Figure 1. Clock routing (run 1).
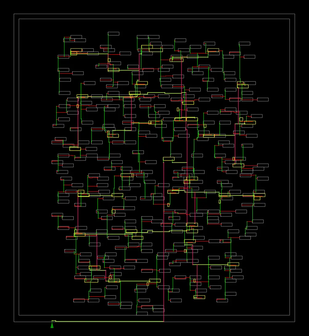
Figure 2. Cells coloured by class (run 1).
Fill, decap, tap and diode cells in grey.
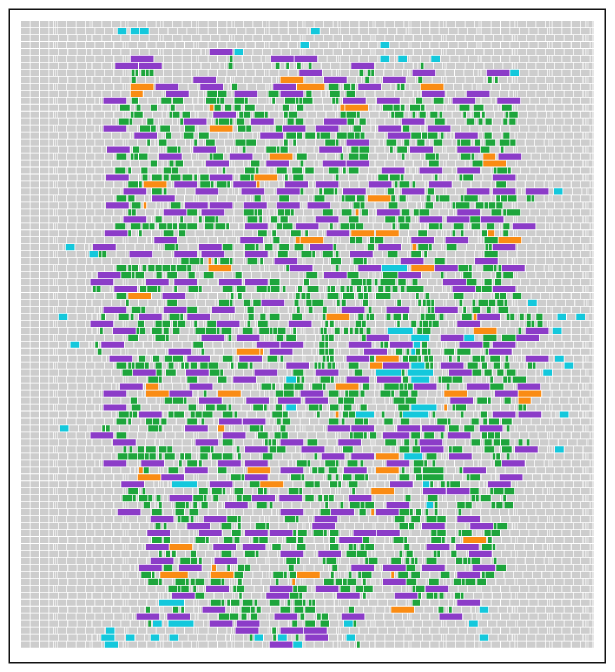
Figure 3. M1 wires (run 1).
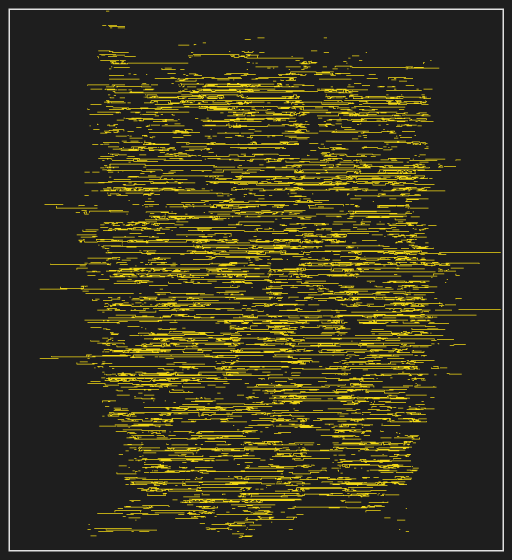
--- config.mk ---
export PLATFORM = sky130hd
export DESIGN_NAME = bcrypt_core_rx
export DESIGN_NICKNAME = d
export VERILOG_FILES = /design/src/rtl/bcrypt_core_rx.sv
export SDC_FILE = /design/constraint.sdc
export NUM_CORES = 1
export LEC_CHECK = 0
export CAP_MARGIN = 25
export CORE_ASPECT_RATIO = 1.1
export CORE_MARGIN = 4
export CORE_UTILIZATION = 31
export CTS_CLUSTER_SIZE = 40
export DETAILED_ROUTE_END_ITERATION = 8
export GPL_TIMING_DRIVEN = 0
export PLACE_DENSITY = 0.51
export REMOVE_ABC_BUFFERS = 1
export SYNTH_ARGS = -nofsm -noshare
export SYNTH_HDL_FRONTEND = slang
export SYNTH_SLANG_ARGS = --single-unit
--- constraint.sdc ---
create_clock -name CLK -period 3.3 [get_ports CLK]
set_input_delay 0.33 -clock CLK [delete_from_list [all_inputs] [get_ports CLK]]
set_output_delay 0.33 -clock CLK [all_outputs]
set_load 0.01 [all_outputs]
--- src/rtl/bcrypt_core_rx.sv ---
// Receives one bcrypt_core result packet over the 1-bit bus and hands out its words one at a time.
// Define BCRYPT_CORE_RX_TIMEOUT_EN to build the header-wait timeout and its sticky err flag.
//
// state  | meaning
// IDLE   | waiting for the core to report a pending result
// REQ    | one-cycle read request to the core
// HDR    | waiting for the 1'b1 header bit
// RECV   | shifting the packet into the word buffer, LSB-first
// OUT    | presenting buffered words to the downstream reader
module bcrypt_core_rx #(
    parameter int PKT_NWORDS     = 8,
    parameter int WORD_W         = 32,
    parameter int TIMEOUT_CYCLES = 1024
) (
    input  logic              CLK,
    input  logic              rst_n,
    input  logic              core_empty,
    input  logic              core_dout,
    output logic              core_rd_en,
    output logic [WORD_W-1:0] dout,
    output logic              dout_valid,
    output logic              dout_last,
    input  logic              rd,
    output logic              busy,
    output logic              err
);

    localparam int PKT_BITS = PKT_NWORDS * WORD_W;
    localparam int CNT_W    = $clog2(PKT_BITS);
    localparam int IDX_W    = $clog2(PKT_NWORDS);

    typedef enum logic [2:0] {S_IDLE, S_REQ, S_HDR, S_RECV, S_OUT} state_t;

    state_t              state, state_d;
    logic [CNT_W-1:0]    bit_cnt;
    logic [IDX_W-1:0]    word_idx;
    logic [PKT_BITS-1:0] buf_q;
    logic                to_hit;

    assign core_rd_en = (state == S_REQ);
    assign busy       = (state != S_IDLE);

`ifdef BCRYPT_CORE_RX_TIMEOUT_EN
    logic [15:0] to_cnt;
    logic        err_q;

    assign to_hit = (state == S_HDR) && !core_dout && (to_cnt == 16'(TIMEOUT_CYCLES - 1));
    assign err    = err_q;

    // Counter is held at zero outside HDR, so every header wait starts fresh.
    always_ff @(posedge CLK or negedge rst_n) begin
        if (!rst_n) begin
            to_cnt <= '0;
            err_q  <= 1'b0;
        end else begin
            to_cnt <= (state == S_HDR) ? to_cnt + 16'd1 : 16'd0;
            if (to_hit) err_q <= 1'b1;
        end
    end
`else
    logic unused_timeout;
    assign unused_timeout = (TIMEOUT_CYCLES != 0);
    assign to_hit         = 1'b0;
    assign err            = 1'b0;
`endif

    always_ff @(posedge CLK or negedge rst_n) begin
        if (!rst_n) state <= S_IDLE;
        else        state <= state_d;
    end

    always_comb begin
        state_d = state;
        case (state)
            S_IDLE:  if (!core_empty) state_d = S_REQ;
            S_REQ:   state_d = S_HDR;
            S_HDR:   if (core_dout) state_d = S_RECV;
                     else if (to_hit) state_d = S_IDLE;
            S_RECV:  if (bit_cnt == CNT_W'(PKT_BITS - 1)) state_d = S_OUT;
            S_OUT:   if (dout_valid && rd && dout_last) state_d = S_IDLE;
            default: state_d = S_IDLE;
        endcase
    end

    // First OUT cycle loads word 0; afterwards each accepted rd loads the next word directly.
    always_ff @(posedge CLK or negedge rst_n) begin
        if (!rst_n) begin
            bit_cnt    <= '0;
            word_idx   <= '0;
            buf_q      <= '0;
            dout       <= '0;
            dout_valid <= 1'b0;
            dout_last  <= 1'b0;
        end else begin
            case (state)
                S_RECV: begin
                    buf_q[bit_cnt] <= core_dout;
                    bit_cnt        <= bit_cnt + CNT_W'(1);
                    if (bit_cnt == CNT_W'(PKT_BITS - 1)) word_idx <= '0;
                end
                S_OUT: begin
                    if (!dout_valid) begin
                        dout       <= buf_q[word_idx*WORD_W +: WORD_W];
                        dout_valid <= 1'b1;
                        dout_last  <= (word_idx == IDX_W'(PKT_NWORDS - 1));
                    end else if (rd) begin
                        if (dout_last) begin
                            dout_valid <= 1'b0;
                            dout_last  <= 1'b0;
                        end else begin
                            word_idx  <= word_idx + IDX_W'(1);
                            dout      <= buf_q[(int'(word_idx) + 1)*WORD_W +: WORD_W];
                            dout_last <= (word_idx == IDX_W'(PKT_NWORDS - 2));
                        end
                    end
                end
                default: bit_cnt <= '0;
            endcase
        end
    end

endmodule
==> results.sh, run 1 <==
# yosys + openroad results
export IMPL_comb_share_pct=45.5
export IMPL_pre_cts_slack_ns=-0.108
export IMPL_grt_usage_pct=15.9
export IMPL_comb_cells=1186
export IMPL_seq_area_share_pct=39.5
export IMPL_worst_slack_ns=0.263
export IMPL_routed_top_layer="met4"
export IMPL_yosysTopAreaCellShare_pct=44.5
export IMPL_p_seq_share_pct=42.2
export IMPL_ctsHoldBuffers=1
export IMPL_slew_limit_headroom_pct=34.3
export IMPL_power_group_top="registers"
export IMPL_num_rows=90
export IMPL_wire_per_inst_um=20.2
export IMPL_place_hpwl_mm=27.5
export IMPL_yosysUniqueCellTypes=51
export IMPL_r2r_setup_slack_ns=0.26
export IMPL_drtIter0Drc=963
export IMPL_top_register="buf_q"
export IMPL_worst_pin_slew_ns=0.983
export IMPL_maxCapViolCount=0
export IMPL_clk_pin_slew_worst_paths_ns=0.06
export IMPL_wl_met1_mm=21.3
export IMPL_power_switching_mw=3.61
export IMPL_port_buffers=40
export IMPL_n_antenna_cell=0
export IMPL_crit_cells=8
export IMPL_ioPinCount=42
export IMPL_outcome="completed"
export IMPL_pg_seq_mw=4.71
export IMPL_max_stage_delay_ns=0.64
export IMPL_core_um2=54700
export IMPL_mux_share_pct=26.2
export IMPL_pwr_share_clk_pct=35.2
export IMPL_crit_end="dout[13]"
export IMPL_grtUsageMet3_pct=2.09
export IMPL_num_nonclk_buffers=62
export IMPL_yosysCellCount=1650
export IMPL_syn_avg_cell_area_um2=10.4
export IMPL_placed_area_um2=18100
export IMPL_synth_cellmix_compoundShare_pct=11.3
export IMPL_cts_setup_buffers=1
export IMPL_cts_buffer_depth=3
export IMPL_rr_startpoint="dout_valid"
export IMPL_top_regs="buf_q x256, dout x32, bit_cnt x8"
export IMPL_drcViolationCount=0
export IMPL_power_mw=11.2
export IMPL_design_area_um2=19300
export IMPL_finalHoldViolations=0
export IMPL_hp_class="primary input to asynchronous set/reset pin"
export IMPL_pg_clk_mw=3.92
export IMPL_critPathSlowestCell="dfrtp_4"
export IMPL_startpoint="dout_valid"
export IMPL_setup_viol_count_final=0
export IMPL_top_cells_by_area="dfrtp_1 (44%), mux2_2 (18%), mux2i_1 (5.7%)"
export IMPL_combPwrFrac_pct=22.6
export IMPL_drv_slew=0
export IMPL_viasPerCell=5.24
export IMPL_reg2reg_depth=8
export IMPL_fin_hold_ws_ns=0.391
export IMPL_logic_family="multiplexers"
export IMPL_layout_top_cell="dfrtp_1"
export IMPL_grt_max_degree=147
export IMPL_syn_inst=1650
export IMPL_pg_comb_mw=2.52
export IMPL_cts_tree="built"
export IMPL_num_tap_cells=736
export IMPL_ys_sh_simple_pct=13.0
export IMPL_wl_met2_mm=23.7
export IMPL_dr_pass1_iters=5
export IMPL_utilization_pct=35.3
export IMPL_clk_share_pct=5.91
export IMPL_layout_top_cells="dfrtp_1 (301), mux2_2 (269), nor2_1 (227)"
export IMPL_p_sw_share_pct=32.4
export IMPL_ir_worst_vdd_v=0.000308
export IMPL_ys_sh_adder_pct=0.512
export IMPL_grt_pass1_vias=12500
export IMPL_grt_pass1_wl_mm=74.6
export IMPL_met3_length_mm=1.54
export IMPL_ctsResizeCount=0
export IMPL_ys_area_um2=17100
export IMPL_cp_arrival_ns=3.43
export IMPL_buf_share_pct=4.27
export IMPL_dpl_cell_count=2287
export IMPL_gp_congestion=0.743
export IMPL_most_common_cell="dfrtp_1"
export IMPL_path_cells="buf_16 -> buf_16 -> buf_16 -> mux2_2 -> o22ai_1 -> a2111oi_0 -> a211oi_1 -> a21oi_1"
export IMPL_synthFlopType="dfrtp_1"
export IMPL_required_ns=3.69
export IMPL_n_all_inverters=6
export IMPL_tns_ns=0
export IMPL_synthArstFlopShare_pct=100
export IMPL_stdcell_count=2357
export IMPL_cts_buffers=35
export IMPL_largest_class="logic gates"
export IMPL_finalCriticalPeriod_ns=3.04
export IMPL_rsz0062_at_grt="no"
export IMPL_seq_area_um2=7620
export IMPL_cp_max_fo=68
export IMPL_antenna_left=0
export IMPL_fp_util_pct=31.3
export IMPL_synth_xor_xnor_area_share_pct=0
export IMPL_timing_rr_end="dout[13]"
export IMPL_startpoint_type="flop"
export IMPL_crit_path_end_kind="flop"
export IMPL_largest_reg_flops=256
export IMPL_htree_levels=2
export IMPL_synth_area_um2=17100
export IMPL_ys_flops=304
export IMPL_path_class="flop to flop"
export IMPL_cp_num_buf_inv=3
export IMPL_ys_seq_share_pct=44.5
export IMPL_cts_root_buf="clkbuf_16"
export IMPL_p_int_mw=7.54
export IMPL_p_leak_nw=8.38
## Picture notes: Figure 1
sequential cell count: 304
clk latency late pin: 0.53 ns

## Picture notes: Figure 2
[all other logic] green | cells: 1192
[other buffers and delay cells] cyan | cells: 62
[flip-flops] purple | cells: 304
[clock drivers and dummy loads] orange | cells: 63

## Picture notes: Figure 3
longest straight run: 116 um
wire length on this layer: 21.3 mm
share of all routed wire: 45%
main direction: horizontal
routed via count: 12400
DRT Wirelength: 47.6 mm
met1 track demand over resource: 20.6%

Figure 4. Signal wires on met3 (run 1).
The bar under the picture is 50 um long.
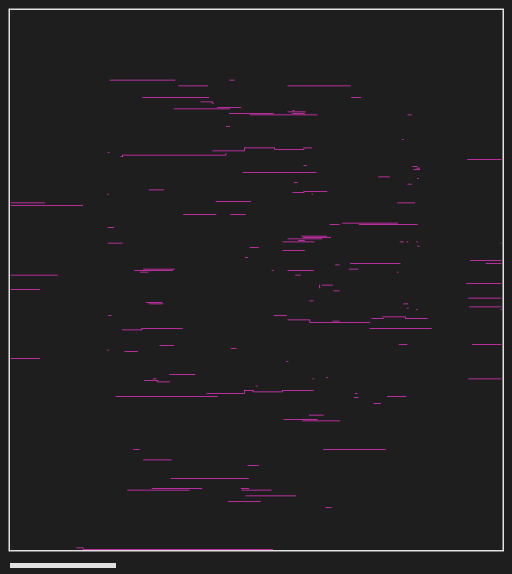

==> run 2, diff against run 1 <==
CORE_MARGIN = 5   (was 4)
MAX_ROUTING_LAYER = met4   (was not set)
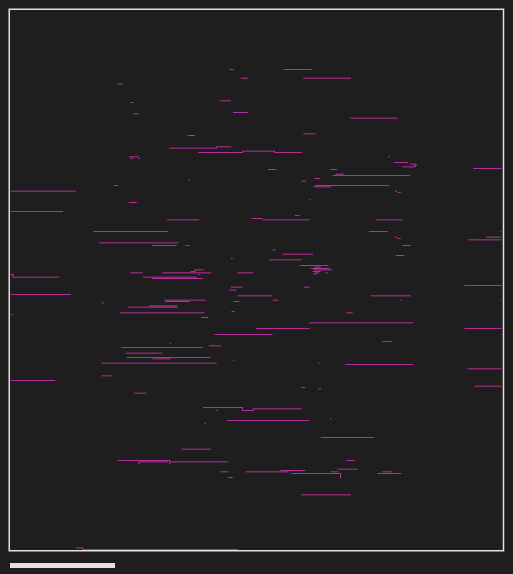
Figure 5: run 2, signal wires on met3.
The bar under the picture is 50 um long.
wire length on this layer: 1710 um
longest straight run: 73.6 um
nets with wire on the layer: 78
grt met3 use: 2.18%
DRT Wirelength: 46.4 mm
routed via count: 12200

==> results.sh, run 2 <==
# yosys + openroad results
export IMPL_ys_flops=304
export IMPL_drcViolationCount=0
export IMPL_drtIter0Drc=716
export IMPL_design_area_um2=19300
export IMPL_ctsResizeCount=0
export IMPL_synth_cellmix_compoundShare_pct=11.3
export IMPL_power_switching_mw=3.57
export IMPL_p_int_mw=7.59
export IMPL_place_hpwl_mm=27.1
export IMPL_comb_share_pct=45.4
export IMPL_cts_setup_buffers=0
export IMPL_critPathSlowestCell="dfrtp_4"
export IMPL_n_all_inverters=6
export IMPL_port_buffers=40
export IMPL_pg_comb_mw=2.53
export IMPL_crit_path_end_kind="output port"
export IMPL_finalHoldViolations=0
export IMPL_dpl_cell_count=2289
export IMPL_grt_pass1_wl_mm=73.2
export IMPL_setup_viol_count_final=0
export IMPL_grt_usage_pct=15.8
export IMPL_crit_cells=3
export IMPL_grtUsageMet2_pct=25.8
export IMPL_num_rows=90
export IMPL_clk_pin_slew_worst_paths_ns=0.06
export IMPL_power_group_top="registers"
export IMPL_cts_root_buf="clkbuf_16"
export IMPL_ys_area_um2=17100
export IMPL_largest_reg_flops=256
export IMPL_pwr_share_clk_pct=35.3
export IMPL_ys_sh_simple_pct=13.0
export IMPL_num_tap_cells=736
export IMPL_timing_rr_end="dout[10]"
export IMPL_cts_buffer_depth=3
export IMPL_largest_class="logic gates"
export IMPL_grt_max_degree=147
export IMPL_most_common_cell="dfrtp_1"
export IMPL_wire_per_inst_um=19.7
export IMPL_core_um2=54700
export IMPL_fin_hold_ws_ns=0.401
export IMPL_hp_class="primary input to asynchronous set/reset pin"
export IMPL_startpoint="dout_valid"
export IMPL_gp_congestion=0.771
export IMPL_syn_avg_cell_area_um2=10.4
export IMPL_power_mw=11.2
export IMPL_layout_top_cells="dfrtp_1 (301), mux2_2 (269), nor2_1 (227)"
export IMPL_top_register="buf_q"
export IMPL_reg2reg_depth=6
export IMPL_viasPerCell=5.18
export IMPL_ctsHoldBuffers=1
export IMPL_clk_share_pct=6.03
export IMPL_outcome="completed"
export IMPL_htree_levels=2
export IMPL_top_regs="buf_q x256, dout x32, bit_cnt x8"
export IMPL_pre_cts_slack_ns=0.375
export IMPL_fp_util_pct=31.3
export IMPL_comb_cells=1186
export IMPL_synthArstFlopShare_pct=100
export IMPL_seq_cells=304
export IMPL_cts_tree="built"
export IMPL_clock_latency_ns=0.53
export IMPL_synthFlopType="dfrtp_1"
export IMPL_wl_met2_mm=22.9
export IMPL_routed_top_layer="met4"
export IMPL_mux_share_pct=26.2
export IMPL_die_height_um=256
export IMPL_seq_area_share_pct=39.5
export IMPL_pg_seq_mw=4.68
export IMPL_buf_share_pct=4.19
export IMPL_yosysCellCount=1650
export IMPL_wl_met1_mm=20.8
export IMPL_utilization_pct=35.3
export IMPL_startpoint_type="flop"
export IMPL_antenna_left=0
export IMPL_ys_seq_share_pct=44.5
export IMPL_cp_arrival_ns=2.80
export IMPL_finalCriticalPeriod_ns=3.13
export IMPL_pg_clk_mw=3.95
export IMPL_num_nonclk_buffers=58
export IMPL_synth_area_um2=17100
export IMPL_seq_area_um2=7620
export IMPL_p_seq_share_pct=42.0
export IMPL_required_ns=2.97
export IMPL_syn_inst=1650
export IMPL_combPwrFrac_pct=22.7
export IMPL_path_class="flop to output port"
export IMPL_cp_max_fo=64
export IMPL_worst_slack_ns=0.174
export IMPL_n_antenna_cell=0
export IMPL_synth_xor_xnor_area_share_pct=0
export IMPL_cp_num_buf_inv=3
export IMPL_p_sw_share_pct=32.0
export IMPL_rr_startpoint="word_idx[0]"
export IMPL_p_leak_nw=8.39
export IMPL_ys_sh_adder_pct=0.512
export IMPL_logic_family="multiplexers"
export IMPL_placed_area_um2=18100
export IMPL_grt_pass1_vias=12100
export IMPL_ir_worst_vdd_v=0.000312
export IMPL_tns_ns=0
export IMPL_ioPinCount=42
export IMPL_slew_limit_headroom_pct=34.1
export IMPL_maxCapViolCount=0
export IMPL_met3_length_mm=1.71
export IMPL_stdcell_count=2353
export IMPL_worst_pin_slew_ns=0.984
export IMPL_drv_slew=0
export IMPL_max_stage_delay_ns=0.86
export IMPL_top_cells_by_area="dfrtp_1 (44%), mux2_2 (18%), mux2i_1 (5.7%)"
export IMPL_crit_end="dout_valid"
export IMPL_met1_usage_pct=20.8
export IMPL_layout_top_cell="dfrtp_1"
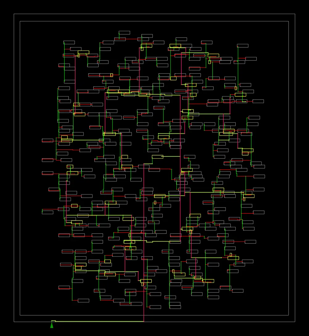
Figure 6: run 2, clock routing.
clock sinks: 304
CLK BUF: 58
clock skew: 0.0109 ns
number of CTS-inserted buffers: 35

